### config.mk
export PLATFORM = sky130hd
export DESIGN_NAME = gray_conv_scheduler_flat
export DESIGN_NICKNAME = d
export VERILOG_FILES = /design/src/rtl/gray_conv_pkg.sv /design/src/rtl/gray_conv_scheduler_if.sv /design/src/rtl/gray_codec.sv /design/src/rtl/gray_conv_scheduler.sv /design/src/flat_wrapper.sv
export SDC_FILE = /design/constraint.sdc
export NUM_CORES = 1
export LEC_CHECK = 0
export CAP_MARGIN = 20
export CORE_ASPECT_RATIO = 1.2
export CORE_MARGIN = 3
export CORE_UTILIZATION = 40
export CTS_CLUSTER_SIZE = 8
export DETAILED_ROUTE_END_ITERATION = 16
export GPL_ROUTABILITY_DRIVEN = 0
export PLACE_DENSITY = 0.72
export SLEW_MARGIN = 40
export SYNTH_ARGS = -nofsm -noshare
export SYNTH_HDL_FRONTEND = slang
export SYNTH_HIERARCHICAL = 1
export SYNTH_SLANG_ARGS = --single-unit
### constraint.sdc
create_clock -name clk -period 2.4 [get_ports clk]
set_input_delay 0.36 -clock clk [delete_from_list [all_inputs] [get_ports clk]]
set_output_delay 0.36 -clock clk [all_outputs]
set_load 0.005 [all_outputs]
### src/rtl/gray_conv_pkg.sv
// Shared encodings for the Gray-code converter scheduler: FSM states and conversion modes.
package gray_conv_pkg;

   localparam logic [1:0] ST_IDLE = 2'd0;
   localparam logic [1:0] ST_CONV = 2'd1;
   localparam logic [1:0] ST_RESP = 2'd2;

   localparam logic MODE_B2G = 1'b0;
   localparam logic MODE_G2B = 1'b1;

   typedef enum logic [1:0] {
      StIdle = ST_IDLE,
      StConv = ST_CONV,
      StResp = ST_RESP
   } state_e;

endpackage

### src/rtl/gray_conv_scheduler_if.sv
// Request/response bundle between NREQ clients and the shared converter scheduler.
interface gray_conv_scheduler_if #(
   parameter int NREQ  = 4,
   parameter int WIDTH = 4,
   parameter int IDW   = 2
);

   logic [NREQ-1:0]       req_valid;
   logic [NREQ-1:0]       req_ready;
   logic [NREQ-1:0]       req_mode;
   logic [NREQ*WIDTH-1:0] req_data;

   logic                  rsp_valid;
   logic                  rsp_ready;
   logic [WIDTH-1:0]      rsp_data;
   logic [IDW-1:0]        rsp_id;
   logic                  rsp_mode;

   // Client side: issues requests, consumes responses.
   modport master (
      output req_valid, req_mode, req_data, rsp_ready,
      input  req_ready, rsp_valid, rsp_data, rsp_id, rsp_mode
   );

   // Scheduler side.
   modport slave (
      input  req_valid, req_mode, req_data, rsp_ready,
      output req_ready, rsp_valid, rsp_data, rsp_id, rsp_mode
   );

endinterface

### src/rtl/gray_codec.sv
// Purely combinational binary<->Gray converter, shared by all requesters.
module gray_codec
   import gray_conv_pkg::*;
#(
   parameter int WIDTH = 4
) (
   input  logic [WIDTH-1:0] data,
   input  logic             mode,
   output logic [WIDTH-1:0] result
);

   logic [WIDTH-1:0] b2g;
   logic [WIDTH-1:0] g2b;

   assign b2g = data ^ (data >> 1);

   // Each binary bit is the XOR of all Gray bits at or above it.
   always_comb begin
      g2b = '0;
      for (int i = 0; i < WIDTH; i++) begin
         g2b[i] = ^(data >> i);
      end
   end

   always_comb begin
      result = b2g;
      unique case (mode)
         MODE_B2G: result = b2g;
         MODE_G2B: result = g2b;
         default:  result = b2g;
      endcase
   end

endmodule

### src/rtl/gray_conv_scheduler.sv
// Round-robin scheduler sharing one gray_codec among NREQ requesters; one result per
// accepted request, returned with the requester ID over a valid/ready channel.
module gray_conv_scheduler
   import gray_conv_pkg::*;
#(
   parameter int NREQ  = 4,
   parameter int WIDTH = 4,
   parameter int IDW   = 2
) (
   input logic                clk,
   input logic                rst,
   gray_conv_scheduler_if.slave bus
);

   state_e           state_q, state_d;
   logic [IDW-1:0]   last_grant_q;

   logic [WIDTH-1:0] op_data_q;
   logic             op_mode_q;
   logic [IDW-1:0]   op_id_q;

   logic             rsp_valid_q;
   logic [WIDTH-1:0] rsp_data_q;
   logic [IDW-1:0]   rsp_id_q;
   logic             rsp_mode_q;

   logic             grant_vld;
   logic [IDW-1:0]   grant_idx;
   logic             hi_found;
   logic [IDW-1:0]   hi_idx;
   logic [IDW-1:0]   lo_idx;

   logic [WIDTH-1:0] sel_data;
   logic             sel_mode;
   logic [NREQ-1:0]  req_ready_d;
   logic [WIDTH-1:0] conv_result;

   logic             accept;
   logic             load_rsp;
   logic             rsp_done;

   // Round-robin search: lowest valid lane above last_grant wins, else lowest valid lane
   // overall (the wrap). Descending loops leave the lowest match in the *_idx variables.
   always_comb begin
      grant_vld = 1'b0;
      hi_found  = 1'b0;
      hi_idx    = '0;
      lo_idx    = '0;
      for (int i = NREQ - 1; i >= 0; i--) begin
         if (bus.req_valid[i]) begin
            grant_vld = 1'b1;
            lo_idx    = IDW'(i);
            if (i > int'(last_grant_q)) begin
               hi_found = 1'b1;
               hi_idx   = IDW'(i);
            end
         end
      end
      grant_idx = hi_found ? hi_idx : lo_idx;
   end

   always_comb begin
      sel_data = '0;
      sel_mode = 1'b0;
      for (int i = 0; i < NREQ; i++) begin
         if (grant_idx == IDW'(i)) begin
            sel_data = bus.req_data[i*WIDTH +: WIDTH];
            sel_mode = bus.req_mode[i];
         end
      end
   end

   always_comb begin
      state_d  = state_q;
      accept   = 1'b0;
      load_rsp = 1'b0;
      rsp_done = 1'b0;
      unique case (state_q)
         StIdle: begin
            if (grant_vld) begin
               accept  = 1'b1;
               state_d = StConv;
            end
         end
         StConv: begin
            load_rsp = 1'b1;
            state_d  = StResp;
         end
         StResp: begin
            if (bus.rsp_ready) begin
               rsp_done = 1'b1;
               state_d  = StIdle;
            end
         end
         default: state_d = StIdle;
      endcase
   end

   always_comb begin
      req_ready_d = '0;
      for (int i = 0; i < NREQ; i++) begin
         req_ready_d[i] = accept && (grant_idx == IDW'(i));
      end
   end

   gray_codec #(
      .WIDTH (WIDTH)
   ) u_codec (
      .data   (op_data_q),
      .mode   (op_mode_q),
      .result (conv_result)
   );

   always_ff @(posedge clk or posedge rst) begin
      if (rst) begin
         state_q <= StIdle;
      end else begin
         state_q <= state_d;
      end
   end

   always_ff @(posedge clk or posedge rst) begin
      if (rst) begin
         last_grant_q <= IDW'(NREQ - 1);
         op_data_q    <= '0;
         op_mode_q    <= 1'b0;
         op_id_q      <= '0;
      end else if (accept) begin
         last_grant_q <= grant_idx;
         op_data_q    <= sel_data;
         op_mode_q    <= sel_mode;
         op_id_q      <= grant_idx;
      end
   end

   always_ff @(posedge clk or posedge rst) begin
      if (rst) begin
         rsp_valid_q <= 1'b0;
         rsp_data_q  <= '0;
         rsp_id_q    <= '0;
         rsp_mode_q  <= 1'b0;
      end else if (load_rsp) begin
         rsp_valid_q <= 1'b1;
         rsp_data_q  <= conv_result;
         rsp_id_q    <= op_id_q;
         rsp_mode_q  <= op_mode_q;
      end else if (rsp_done) begin
         rsp_valid_q <= 1'b0;
      end
   end

   assign bus.req_ready = req_ready_d;
   assign bus.rsp_valid = rsp_valid_q;
   assign bus.rsp_data  = rsp_data_q;
   assign bus.rsp_id    = rsp_id_q;
   assign bus.rsp_mode  = rsp_mode_q;

   a_ready_onehot: assert property (@(posedge clk) disable iff (rst) $onehot0(bus.req_ready));
   a_id_range: assert property (@(posedge clk) disable iff (rst) int'(bus.rsp_id) < NREQ);

endmodule

### src/flat_wrapper.sv
// flat-port wrapper written by rule: the top's interface ports become plain ports
module gray_conv_scheduler_flat import gray_conv_pkg::*;
#(
   parameter int NREQ  = 4,
   parameter int WIDTH = 4,
   parameter int IDW   = 2
)
  (clk, rst, bus_req_valid, bus_req_mode, bus_req_data, bus_rsp_ready, bus_req_ready, bus_rsp_valid, bus_rsp_data, bus_rsp_id, bus_rsp_mode);
  gray_conv_scheduler_if #(.NREQ(NREQ), .WIDTH(WIDTH), .IDW(IDW)) bus_i ();
  input logic clk;
  input logic rst;
  input wire logic [$bits(bus_i.req_valid)-1:0] bus_req_valid;
  input wire logic [$bits(bus_i.req_mode)-1:0] bus_req_mode;
  input wire logic [$bits(bus_i.req_data)-1:0] bus_req_data;
  input wire logic [$bits(bus_i.rsp_ready)-1:0] bus_rsp_ready;
  output wire logic [$bits(bus_i.req_ready)-1:0] bus_req_ready;
  output wire logic [$bits(bus_i.rsp_valid)-1:0] bus_rsp_valid;
  output wire logic [$bits(bus_i.rsp_data)-1:0] bus_rsp_data;
  output wire logic [$bits(bus_i.rsp_id)-1:0] bus_rsp_id;
  output wire logic [$bits(bus_i.rsp_mode)-1:0] bus_rsp_mode;
  assign bus_i.req_valid = bus_req_valid;
  assign bus_i.req_mode = bus_req_mode;
  assign bus_i.req_data = bus_req_data;
  assign bus_i.rsp_ready = bus_rsp_ready;
  assign bus_req_ready = bus_i.req_ready;
  assign bus_rsp_valid = bus_i.rsp_valid;
  assign bus_rsp_data = bus_i.rsp_data;
  assign bus_rsp_id = bus_i.rsp_id;
  assign bus_rsp_mode = bus_i.rsp_mode;
  gray_conv_scheduler #(.NREQ(NREQ), .WIDTH(WIDTH), .IDW(IDW)) u_core (.clk(clk), .rst(rst), .bus(bus_i));
endmodule
==> results.json, run 1 <==
{
  "yosys_warnings": 6,
  "die_x_um": 55.13,
  "grt_first_pass_wirelength_um": 4754,
  "syn_inst": 120,
  "fmax_ghz": 0.4344,
  "grt-ovfl-total": 0,
  "power_mw": 1.963,
  "slowest_stage": "dfstp_2",
  "use_met3": 0.03218,
  "crit_path_end_kind": "output pin",
  "core.rowCount": 20,
  "peakVddDrop_mv": 0.5252,
  "setup_viol": 0,
  "drtAntennaViolNets": 0,
  "die_area_um2": 3581,
  "drc": 0,
  "cts_root_buf": "clkbuf_4",
  "grt_pass1_vias": 1124,
  "ys.flops": 19,
  "top_cell_area_share": 0.3672,
  "clk_latency_ps": 290,
  "crit_fanout": 7,
  "layout.cells.most_common": "clkdlybuf4s50_1",
  "p_comb_frac": 0.599,
  "holdWs_ps": 381.1,
  "ys_area_um2": 1159,
  "synth_nets": 147,
  "tns_ps": 0,
  "path_cells": "nor3b_2 -> a311oi_4 -> buf_4 -> a31oi_4 -> and2_4 -> dlygate4sd2_1",
  "seq_power_share": 0.320,
  "arrival_ps": 1940,
  "tightest_slew_ps": 670.9,
  "synthFlopType": "dfrtp_1",
  "ys_seq_frac": 0.4125,
  "place_area_um2": 1703,
  "outcome": "finished clean",
  "place_hpwl_um": 2287,
  "clock_tree.buffer_depth": 2,
  "grt_max_degree": 20,
  "p_leak_nw": 0.8039,
  "fin_area_um2": 1789,
  "top_usage_layer": "met2",
  "slew_viol_final": 0,
  "antenna_found_initial": 0,
  "drv_cap": 0,
  "edf_count": 0,
  "first_pass_iters": 4,
  "clkTransAtPathRegs_ps": 100,
  "criticalPathCategory": "reg2out",
  "grt.total_usage": 0.1780,
  "rr_worst_depth": 7,
  "cts_tree": "built",
  "finalCriticalPeriod_ps": 2302,
  "diodes": 0,
  "final_layout_top_logic_cells": "clkdlybuf4s50_1 (30), buf_4 (25), nor2_1 (17), dfrtp_1 (17), nand2_1 (13)",
  "netSwitchingPower_mw": 0.7204,
  "htreeDepth": 1,
  "fin_crit_sh": 0.9592,
  "holdCritPathClass": "in2async",
  "required_ps": 2040,
  "drt-vias-per-instance": 5.184,
  "nets": 212,
  "drive_gt1_frac": 0.2609,
  "p_sw_frac": 0.3670,
  "async_reset_ff_frac": 1.000,
  "ys_cells": 120,
  "cts_inserted_buffers": 3,
  "io_buffers": 38,
  "cellPowerDensity_nw_per_um2": 1097,
  "startpoint_type": "flip-flop",
  "internal_power_mw": 1.242,
  "rsz0062_at_grt": "no",
  "pwr-share-clk": 0.081,
  "cts.sinks": 19,
  "finalClockSkew_ps": 1.455,
  "drt_iter0_markers": 24,
  "hold_violations": 0,
  "num-fill-cells": 236,
  "io_pins": 39,
  "wl_per_cell_um": 13.29,
  "synth_cell_types": 41,
  "yosys.area.top_type": "dfrtp_1",
  "syn_area_um2": 1159,
  "die_h_um": 64.96,
  "met1_usage": 0.2168,
  "relSlewSlack": 0.5499,
  "syn2layout_area_growth_pct": 54.43,
  "slowest_delay_ps": 620,
  "warnings": 26,
  "area_leaders": "dfrtp_1 (37%), mux2_2 (6.8%), nor2_1 (5.8%), dfstp_2 (4.5%), nand2_1 (4.5%)",
  "avgSynthCellArea_um2": 9.655
}
==> run 1: area by class of cell <==
cell class	instances	area, um^2	area share
inverters	5	18.77	0.01049
repair buffers	64	576.8	0.3224
clock buffers	4	26.28	0.01469
multi-input cells	92	648.1	0.3622
well taps	33	41.29	0.02308
flip-flops and latches	19	478.0	0.2671
==> run 1: path summary, 6_finish.rpt <==
check | startpoint | slack (ps) | to
max in group asynchronous | rst | 1670 | u_core/last_grant_q[1]$_DFFE_PP1P_
max | u_core/last_grant_q[0]$_DFFE_PP1P_ | 100 | bus_req_ready[1]
min reg2reg | u_core/op_id_q[0]$_DFFE_PP0P_ | 510 | u_core/op_id_q[0]$_DFFE_PP0P_
min | rst | 380 | u_core/op_id_q[0]$_DFFE_PP0P_
max reg2reg | u_core/last_grant_q[0]$_DFFE_PP1P_ | 330 | u_core/op_mode_q$_DFFE_PP0P_
min in group clk | u_core/op_id_q[0]$_DFFE_PP0P_ | 510 | u_core/op_id_q[0]$_DFFE_PP0P_
==> run 1: timing repair <==
action	4_1_cts	5_1_grt
resized	10	3
gates cloned	0	0
pin swaps	2	1
setup buffers	3	3
hold buffers	0	0
setup endpoints to repair	4	2
==> run 1: per-stage QoR <==
step	worst slack, ps	instances
after floorplan	622.9	120
after global placement	-169.0	207
after detailed placement	-199.3	207
after CTS	14.02	214
after global routing	11.50	217
final	97.85	217
==> run 1: cell usage after synthesis, drive strengths merged, types with 3 or more instances <==
| cell | number |
|---|---|
| a2111oi | 3 |
| a21boi | 3 |
| a31oi | 3 |
| and2 | 4 |
| buf | 3 |
| dfrtp | 17 |
| inv | 4 |
| mux2 | 7 |
| mux2i | 3 |
| nand2 | 14 |
| nor2 | 18 |
| nor2b | 3 |
| o21ai | 7 |
| o31ai | 3 |
| xor2 | 3 |
==> run 1: power by group through the flow <==
stage	sequential [mW]	combinational, mW	clock [mW]
2_1_floorplan	0.608	0.659	0
3_3_place_gp	0.635	1.07	0
3_5_place_dp	0.642	1.11	0
4_1_cts	0.637	1.13	0.161
5_1_grt	0.653	1.29	0.178
6_report	0.629	1.17	0.159
==> run 1: logic make-up after synthesis <==
group,count (synthesis),share of synthesized area
flip-flops,19,0.4125
multiplexers,10,0.09396
AND/OR/NAND/NOR,48,0.2030
buffers and inverters,9,0.03994
XOR/XNOR,5,0.03780
AND-OR/OR-AND,29,0.2127
==> run 1: per-layer routing <==
metal / wire (um) / vias up
li1: - / 550
met1: 1217 / 526
met2: 1388 / 45
met3: 231 / 4
met4: 46 / 0
met5: 0 / -
==> run 1: state kept, by name (all words and copies together) (netlist names) <==
signal and flops:
u_core/bus.rsp_data 4, u_core/op_data_q 4, u_core/bus.rsp_id 2, u_core/last_grant_q 2, u_core/op_id_q 2, u_core/state_q 2, u_core/bus.rsp_mode 1, u_core/bus.rsp_valid 1
u_core/op_mode_q 1
==> run 1: worst max-delay path, delay by kind of cell (launching register included) <==
| kind | cells | cell delay (ps) |
|---|---|---|
| AOI/OAI and AO/OA | 2 | 340 |
| buffers and inverters | 2 | 430 |
| DFF | 1 | 620 |
| and+or+nand+nor | 2 | 260 |
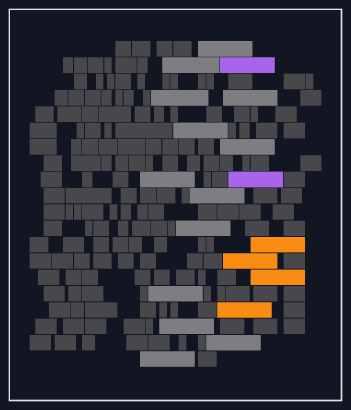
**Above:** run 1 (sequential cells grouped by signal name).
Scale: 6 px per um. Other sequential cells in the stronger grey, the rest of the logic in the fainter grey.
legend:
  `u_core/bus.rsp_id`:
    colour: purple
    placed_flops: 2
  `u_core/bus.rsp_data`:
    colour: orange
    placed_flops: 4
not coloured: 13
final core utilization: 0.6745
flop share of the area: 0.2671
Seq. pwr: 0.629 mW
register area: 478.0 um^2

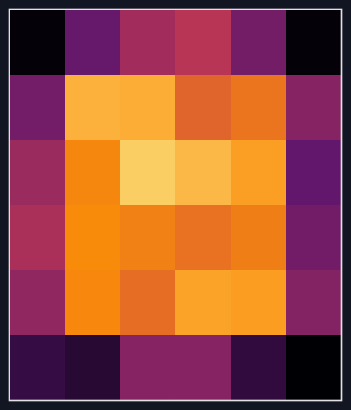
**Above:** run 1 (cell density map).
Scale: 6 px per um. The die is cut into 6 by 6 equal tiles; black is low, pale yellow is high, 0 to 100% covered.
fullest tile: 89%
nearly empty tiles: 8.3%
densest ninth of the die: middle
mean over tiles: 49%
tiles over 75% full: 19%
Pre-Place Util: 0.4368
core area: 2653 um^2

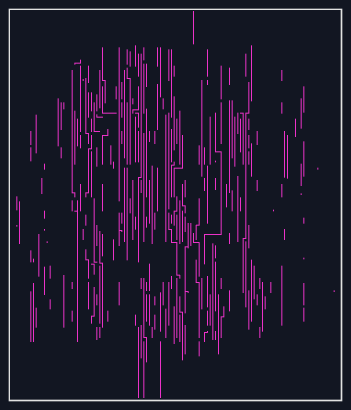
**Above:** run 1 (signal wires on met2).
Scale: 6 px per um.
share of all routed wire: 48%
main direction: vertical
nets with wire on the layer: 184
total wire length: 2884 um
vias after detailed routing: 1,125
met2 usage: 0.2973

**Run 1: clock wiring as the flow saved it**

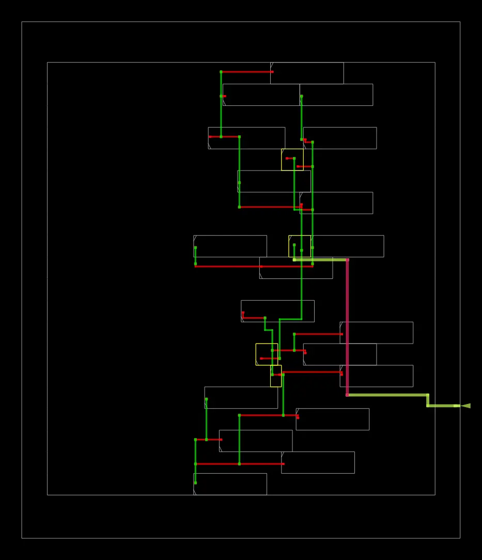

==> run 2, diff against run 1 <==
Settings changed: GPL_TIMING_DRIVEN from default to 0, PLACE_DENSITY 0.72 to default, PLACE_DENSITY_LB_ADDON from default to 0.15.
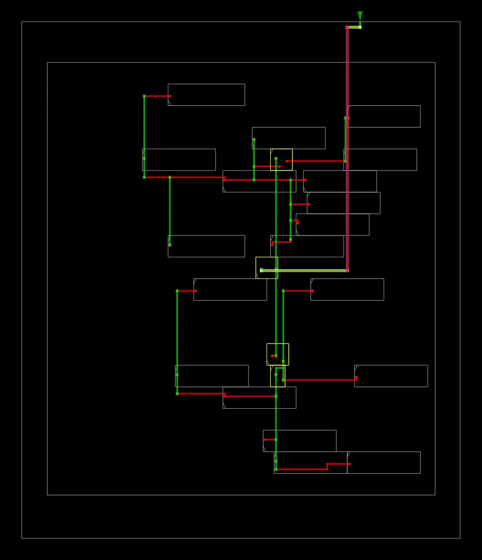
**Above:** run 2 (clock wiring as the flow saved it).
clk ins delay skew pair: 290 ps
Flops: 19
Clock Buffer Count: 3
clk sinks: 19

==> run 2 against run 1 <==
Count of clock-buffer cells in the layout decreased by 1. Largest power group unchanged. Maximum frequency decreased by 1.8%. Hold slack better by 96 ps. Critical path type unchanged. Routed wire length decreased by 1.8%. Cell area is 3.8% lower. Sequential power is 1% lower. Flip-flop count unchanged. First-iteration DRC count decreased by 13%. Highest routed layer unchanged. Combinational power is essentially flat. Clock skew is essentially flat. Sequential share of layout area increased by 1.0 points.
==> results.json, run 2 <==
{
  "die_x_um": 55.13,
  "startpoint_type": "flip-flop",
  "final_cells": 206,
  "hold_violations": 0,
  "p_leak_nw": 0.7493,
  "cts_inserted_buffers": 3,
  "layout.cells.most_common": "clkdlybuf4s50_1",
  "outcome": "finished clean",
  "die_area_um2": 3581,
  "final_layout_top_logic_cells": "clkdlybuf4s50_1 (31), nor2_1 (17), dfrtp_1 (17)",
  "holdCritPathClass": "in2async",
  "yosys_warnings": 6,
  "fmax_ghz": 0.4267,
  "clkTransAtPathRegs_ps": 110,
  "ys.flops": 19,
  "warnings": 27,
  "core.rowCount": 20,
  "drt-vias-per-instance": 5.243,
  "area_leaders": "dfrtp_1 (37%), mux2_2 (6.8%), nor2_1 (5.8%), dfstp_2 (4.5%), nand2_1 (4.5%)",
  "slew_viol_final": 0,
  "ys_cells": 120,
  "cellPowerDensity_nw_per_um2": 1121,
  "ys_seq_frac": 0.4125,
  "antenna_found_initial": 0,
  "top_cell_area_share": 0.3672,
  "syn_area_um2": 1159,
  "first_pass_iters": 4,
  "wl_per_cell_um": 13.75,
  "grt_max_degree": 20,
  "synth_nets": 147,
  "r2r_start": "u_core/last_grant_q[0]$_DFFE_PP1P_",
  "grt_pass1_vias": 1032,
  "syn2layout_area_growth_pct": 48.60,
  "drt_iter0_markers": 21,
  "finalClockSkew_ps": 1.419,
  "grt-ovfl-total": 0,
  "relSlewSlack": 0.5254,
  "rr_worst_depth": 8,
  "fp_util": 0.4368,
  "finalCriticalPeriod_ps": 2344,
  "synthFlopType": "dfrtp_1",
  "rsz0062_at_grt": "no",
  "io_buffers": 37,
  "synth_top_cell_by_count": "nor2_1",
  "drc": 0,
  "utilization": 0.6491,
  "place_inst": 190,
  "common_cells": "nor2_1 (18), dfrtp_1 (17), nand2_1 (14)",
  "cts_tree": "built",
  "synth_cell_types": 41,
  "ys_area_um2": 1159,
  "die_h_um": 64.96,
  "drv_cap": 0,
  "yosys.area.top_type": "dfrtp_1",
  "grt.total_usage": 0.1656,
  "grt_first_pass_wirelength_um": 4436,
  "wirelength_um": 2832,
  "async_reset_ff_frac": 1.000,
  "coreArea_um2": 2653,
  "avgSynthCellArea_um2": 9.655,
  "nets": 201,
  "required_ps": 2040,
  "drive_gt1_frac": 0.2601,
  "arrival_ps": 1980,
  "cts_root_buf": "clkbuf_4",
  "peakVddDrop_mv": 0.5344,
  "power_mw": 1.930,
  "diodes": 0,
  "edf_count": 0,
  "via_count": 1080,
  "tightest_slew_ps": 711.1,
  "io_pins": 39,
  "setup_viol": 0,
  "htreeDepth": 1,
  "clock_tree.buffer_depth": 2,
  "rrSetupSlack_ps": 280,
  "criticalPathCategory": "reg2out",
  "crit_path_end_kind": "output pin",
  "crit_fanout": 6,
  "r2r-end": "u_core/op_mode_q$_DFFE_PP0P_",
  "syn_inst": 120,
  "fin_crit_sh": 0.9765,
  "drtAntennaViolNets": 0
}
run 2: worst max-delay path: stages, from the launching register on:
cell,delay [ps]
dfstp_2,630
clkinvlp_4,140
buf_4,160
a221oi_4,310
buf_4,160
nor2_1,30
dlygate4sd2_1,250
run 2: how the worst max path moves through the flow:
stage | startpoint | endpoint | slack [ps] | depth (start not counted)
after global placement | bus_req_valid[1] | bus_req_ready[3] | -500 | 6
after CTS | u_core/last_grant_q[1]$_DFFE_PP1P_ | bus_req_ready[3] | -100 | 4
after global routing | u_core/last_grant_q[1]$_DFFE_PP1P_ | bus_req_ready[2] | 0.2 | 6
after detailed placement | bus_req_valid[1] | bus_req_ready[3] | -530 | 6
final | u_core/last_grant_q[1]$_DFFE_PP1P_ | bus_req_ready[2] | 60 | 6
after floorplan | u_core/last_grant_q[0]$_DFFE_PP1P_ | u_core/op_data_q[1]$_DFFE_PP0P_ | 620 | 6
run 2: routing by layer:
metal  track usage  part of all wire  up-vias
met5             0                 0        -
met4       0.06383             0.011        0
met3       0.01609             0.049        2
met2        0.2973              0.54       26
met1        0.1920              0.40      522
li1              -                 -      530
run 2: cells by family after synthesis:
family,share of synthesized area
AOI/OAI and AO/OA,0.2127
buffers and inverters,0.03994
DFF,0.4125
xor gates and xnor gates,0.03780
and+or+nand+nor,0.2030
muxes,0.09396
run 2: metrics by stage:
step,setup slack [ps],setup TNS [ps],cell area (um^2),hold slack (ps)
final,56.34,0,1722,477.4
after global routing,0.1807,0,1722,534.8
after detailed placement,-527.1,-1969,1570,486.7
after global placement,-495.2,-1760,1570,462.6
after CTS,-98.41,-98.41,1650,501.7
after floorplan,622.9,0,1159,309.7
run 2: area by class of cell:
cell class	count	area, um^2
Sequential cell	19	478.0
Buffer	4	28.78
Tap cell	33	41.29
Fill cell	255	930.9
Clock inverter	1	5.005
Inverter	5	22.52
Clock buffer	3	22.52
Timing Repair Buffer	49	457.9
Multi-Input combinational cell	92	665.6
run 2: timing repair:
action / CTS / global route
hold buffers: 0 / 0
setup endpoints to repair: 4 / 3
endpoints found under the hold margin: 0 / 0
pin swaps: 2 / 4
gates cloned: 0 / 0
setup buffers: 4 / 8
gates resized: 14 / 8
run 2: power breakdown:
| group | internal [mW] | switching, mW |
|---|---|---|
| registers | 0.499 | 0.124 |
| clock network | 0.0619 | 0.0973 |
| logic | 0.651 | 0.498 |
| total | 1.21 | 0.719 |
Power is estimated from default activity; no workload was simulated.
